<file path="src/rtl/led_port_bank.sv">
// led_port_bank: memory-mapped multi-channel LED/GPIO output register bank.
// Each channel register supports write/set/clear/toggle. Readback is registered,
// and bus_leds is a registered image of the channel registers.
// Optional blink engine: define LED_BLINK_EN to add per-channel blink masks,
// a free-running prescaler and a blink phase.
module led_port_bank #(
    parameter int DATA_W    = 8,
    parameter int CH_AW     = 2,
    parameter int BLINK_DIV = 25000000,
    parameter int PRESC_W   = 25
) (
    input  logic                          clk,
    input  logic                          rst,
    input  logic                          sel,
    input  logic                          write,
    input  logic                          read,
    input  logic [CH_AW+2:0]              addr,
    input  logic [DATA_W-1:0]             data_write,
    output logic [DATA_W-1:0]             data_read,
    output logic                          read_valid,
    output logic [DATA_W*(2**CH_AW)-1:0]  bus_leds
);

    localparam int N_CH = 2**CH_AW;

    localparam logic [2:0] OP_WRITE  = 3'b000;
    localparam logic [2:0] OP_SET    = 3'b001;
    localparam logic [2:0] OP_CLEAR  = 3'b010;
    localparam logic [2:0] OP_TOGGLE = 3'b011;
    localparam logic [2:0] OP_BLINK  = 3'b100;

    logic [CH_AW-1:0]  ch;
    logic [2:0]        op;
    logic              wr_en;
    logic              rd_en;

    logic [DATA_W-1:0] regs      [N_CH];
    logic [DATA_W-1:0] regs_next [N_CH];
    logic [DATA_W-1:0] rd_val;
    logic [DATA_W*N_CH-1:0] leds_next;

    assign ch    = addr[CH_AW+2:3];
    assign op    = addr[2:0];
    assign wr_en = sel & write;
    assign rd_en = sel & read;

    // Next value of the channel registers: only the addressed channel moves
    always_comb begin
        regs_next = regs;
        if (wr_en) begin
            case (op)
                OP_WRITE:  regs_next[ch] = data_write;
                OP_SET:    regs_next[ch] = regs[ch] | data_write;
                OP_CLEAR:  regs_next[ch] = regs[ch] & ~data_write;
                OP_TOGGLE: regs_next[ch] = regs[ch] ^ data_write;
                default:   regs_next[ch] = regs[ch];
            endcase
        end
    end

    // Channel register storage
    always_ff @(posedge clk or posedge rst) begin
        if (rst) begin
            for (int c = 0; c < N_CH; c++) regs[c] <= '0;
        end else begin
            regs <= regs_next;
        end
    end

`ifdef LED_BLINK_EN
    logic [DATA_W-1:0]  masks      [N_CH];
    logic [DATA_W-1:0]  masks_next [N_CH];
    logic [PRESC_W-1:0] presc;
    logic               presc_wrap;
    logic               phase;
    logic               phase_next;

    assign presc_wrap = (presc == PRESC_W'(BLINK_DIV - 1));
    assign phase_next = presc_wrap ? ~phase : phase;

    // Next value of the blink masks
    always_comb begin
        masks_next = masks;
        if (wr_en && op == OP_BLINK) masks_next[ch] = data_write;
    end

    // Mask storage plus free-running prescaler/phase (mask writes never disturb the timebase)
    always_ff @(posedge clk or posedge rst) begin
        if (rst) begin
            for (int c = 0; c < N_CH; c++) masks[c] <= '0;
            presc <= '0;
            phase <= 1'b0;
        end else begin
            masks <= masks_next;
            presc <= presc_wrap ? '0 : presc + 1'b1;
            phase <= phase_next;
        end
    end

    // LED image from next-state values so bus_leds tracks the registers after the same edge
    always_comb begin
        leds_next = '0;
        for (int c = 0; c < N_CH; c++)
            leds_next[c*DATA_W +: DATA_W] = regs_next[c] & ~(masks_next[c] & {DATA_W{phase_next}});
    end

    // Readback mux (old data: sampled from current state, not next state)
    always_comb begin
        rd_val = '0;
        case (op)
            OP_WRITE, OP_SET, OP_CLEAR, OP_TOGGLE: rd_val = regs[ch];
            OP_BLINK:                              rd_val = masks[ch];
            default:                               rd_val = '0;
        endcase
    end
`else
    // LED image is the plain register contents
    always_comb begin
        leds_next = '0;
        for (int c = 0; c < N_CH; c++)
            leds_next[c*DATA_W +: DATA_W] = regs_next[c];
    end

    // Readback mux (old data: sampled from current state, not next state)
    always_comb begin
        rd_val = '0;
        case (op)
            OP_WRITE, OP_SET, OP_CLEAR, OP_TOGGLE: rd_val = regs[ch];
            default:                               rd_val = '0;
        endcase
    end
`endif

    // Registered LED output
    always_ff @(posedge clk or posedge rst) begin
        if (rst) bus_leds <= '0;
        else     bus_leds <= leds_next;
    end

    // Registered readback; data_read holds until the next accepted read
    always_ff @(posedge clk or posedge rst) begin
        if (rst) begin
            data_read  <= '0;
            read_valid <= 1'b0;
        end else begin
            read_valid <= rd_en;
            if (rd_en) data_read <= rd_val;
        end
    end

endmodule

</file>
<file path="config.mk">
export PLATFORM = sky130hd
export DESIGN_NAME = led_port_bank
export DESIGN_NICKNAME = d
export VERILOG_FILES = /design/src/rtl/led_port_bank.sv
export SDC_FILE = /design/constraint.sdc
export NUM_CORES = 1
export LEC_CHECK = 0
export ABC_AREA = 1
export CAP_MARGIN = 20
export CORE_ASPECT_RATIO = 2
export CORE_MARGIN = 4
export CORE_UTILIZATION = 44
export DETAILED_ROUTE_END_ITERATION = 8
export GPL_TIMING_DRIVEN = 0
export PLACE_DENSITY = 0.68
export RECOVER_POWER = 25
export SKIP_LAST_GASP = 1
export SLEW_MARGIN = 20
export SYNTH_ARGS = -nofsm -noshare
export SYNTH_HDL_FRONTEND = slang
export SYNTH_SLANG_ARGS = --single-unit
export TNS_END_PERCENT = 100
</file>
<file path="constraint.sdc">
create_clock -name clk -period 4.1 [get_ports clk]
set_clock_uncertainty 0.2 [all_clocks]
set_input_delay 1.025 -clock clk [delete_from_list [all_inputs] [get_ports clk]]
set_output_delay 1.025 -clock clk [all_outputs]
set_load 0.05 [all_outputs]
</file>
==> images/met2.png <==
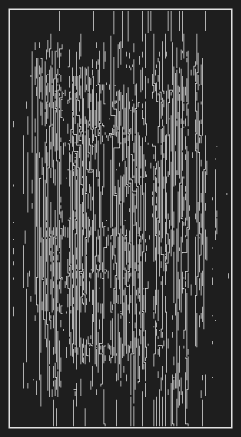
479 nets have wire on it. The layer holds 49% of the routed length. The wires run mostly vertical. The layer carries 6750 µm of wire. The longest straight run is 70.4 µm.
number of vias after detailed routing: 4041
drt total wl: 13.70 mm
met2 global-route usage: 49.22%

==> images/wire_density.png <==
Scale bar: 20 µm. 14 x 27 tiles, from black (low) to pale yellow (high), scaled to the fullest tile. Values are wire area over tile area, all layers added.
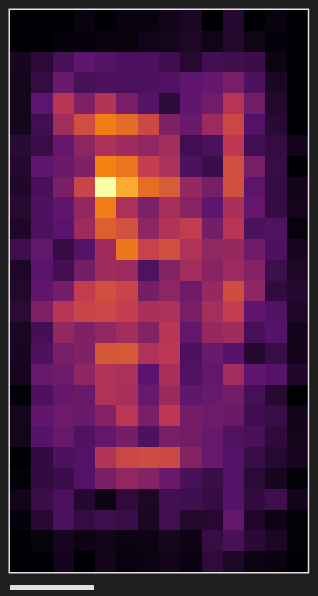
9.5% of the tiles are over half the peak. The mean over all tiles is 0.25. The fullest tile reaches 1.0.
global-route total usage across every layer: 29.32%
Wirelength per Cell: 18.97 µm

## state kept, by name, summed over array words and instances, names as in the netlist
signal and cells:
read_valid 1, bus_leds 32, data_read 8
## cells by family (layout without fill, tap and decap cells)
| kind of cell | after synthesis | count (layout) |
|---|---|---|
| adder cells (fa/ha/maj) | 16 | 16 |
| flip-flops | 41 | 41 |
| AND/OR/NAND/NOR | 263 | 263 |
| AND-OR/OR-AND | 148 | 148 |
| buffers and inverters | 94 | 160 |
## cells in the final DEF (no fill, tap or decap), drive strengths merged
master           n
nor2           104
nand3b           3
clkinvlp         1
and2             1
clkdlybuf4s50   56
o21bai           1
a21oi           22
buf             17
clkbuf          20
dfrtp           41
nand3           33
inv             64
ha              16
bufinv           1
nand2          121
nand4            1
dlygate4sd3      1
o21ai          125
==> COMMIT_EDITMSG <==
Update PnR metrics after Yosys + OpenROAD run

- The flow ran to the end, and the final reports show no timing, DRC or antenna violations.
* Simple-gate area share of the yosys netlist: 31.20%
- Number of gates resized after CTS: 0
- For this run, the chip area from Yosys synthesis comes to 3493 µm².
* Required time reported for the critical path endpoint: 4.09 ns
- GR met1 Demand/Resource: 32.80%
* Remaining antenna violation count after routing: 0
- Area used by sequential logic in the layout: 1026 µm²
* TritonCTS Buffers: 5
* Final-layout clock-cell area share: 4.045%
- ANT cells: 0
- Synthesis inferred 41 register bits.
- Kind of start point of the critical path: input pin
- The first global-routing pass estimated 21.29 mm of wire.
- The worst VDD IR drop from the latest analysis is 269.5 µV.
* Placed standard-cell area: 4202 µm²
- Entering global routing, the biggest net connects 25 pins.
- Clock distribution power: 0.478 mW
- Number of port buffers: 57
* Yosys warnings: 0
* Sequential cell count: 41
- Multiplexer share of the synthesized area: 0%
* Top power group: combinational cells
- The sequential power reported by the tool is 0.565 mW.
* Yosys aoi share: 21.60%
- Looking at the power breakdown, the clock network takes 23.8% of the total.
- The worst register-to-register path has a depth of 9.
- Worst slack at placement: 0.4568 ns
- Worst path most repeated cell: sky130_fd_sc_hd__nand2_1
* Busiest layer in global routing: met2
- Post-Synth XOR/XNOR Area: 0%
- Site Rows: 45
* Finish-stage setup viols: 0
* Hold path depth: 2
* Met3 wire len: 963 µm
- Layout Utilization: 56.96%
- Crit. End Element: flop
* Total internal power: 1.100 mW
* Crit path buf inv count: 6
* Time the worst path needs with I/O delays and setup: 3.373 ns
- Path class of the lowest-slack min-delay path: reg -> reg
- Vertical die size: 134.0 µm
- Based on the critical path, the design can be clocked at up to 296.5 MHz.
- For this run the top cell type by instance count after synthesis was sky130_fd_sc_hd__nand2_1.
* Worst min-delay path endpoint: data_read[7]$_DFFE_PP0P_
- In this run the worst setup path begins at addr[3].
* Worst path arrival time: 3.36 ns
- In this run the critical register-to-register path is captured at bus_leds[24]$_DFFE_PP0P_.
- By area, logic gates come first.
* Levels on crit path: 14
- Register area share after synthesis: 29.37%
- Late-Pin Clk Latency: 0.29 ns
- In this run, the synthesized area fraction spent on adder and majority cells is recorded as 5.731%.
- Across all stage logs, warnings added up to 34.
Power is estimated from default activity; no workload was simulated.
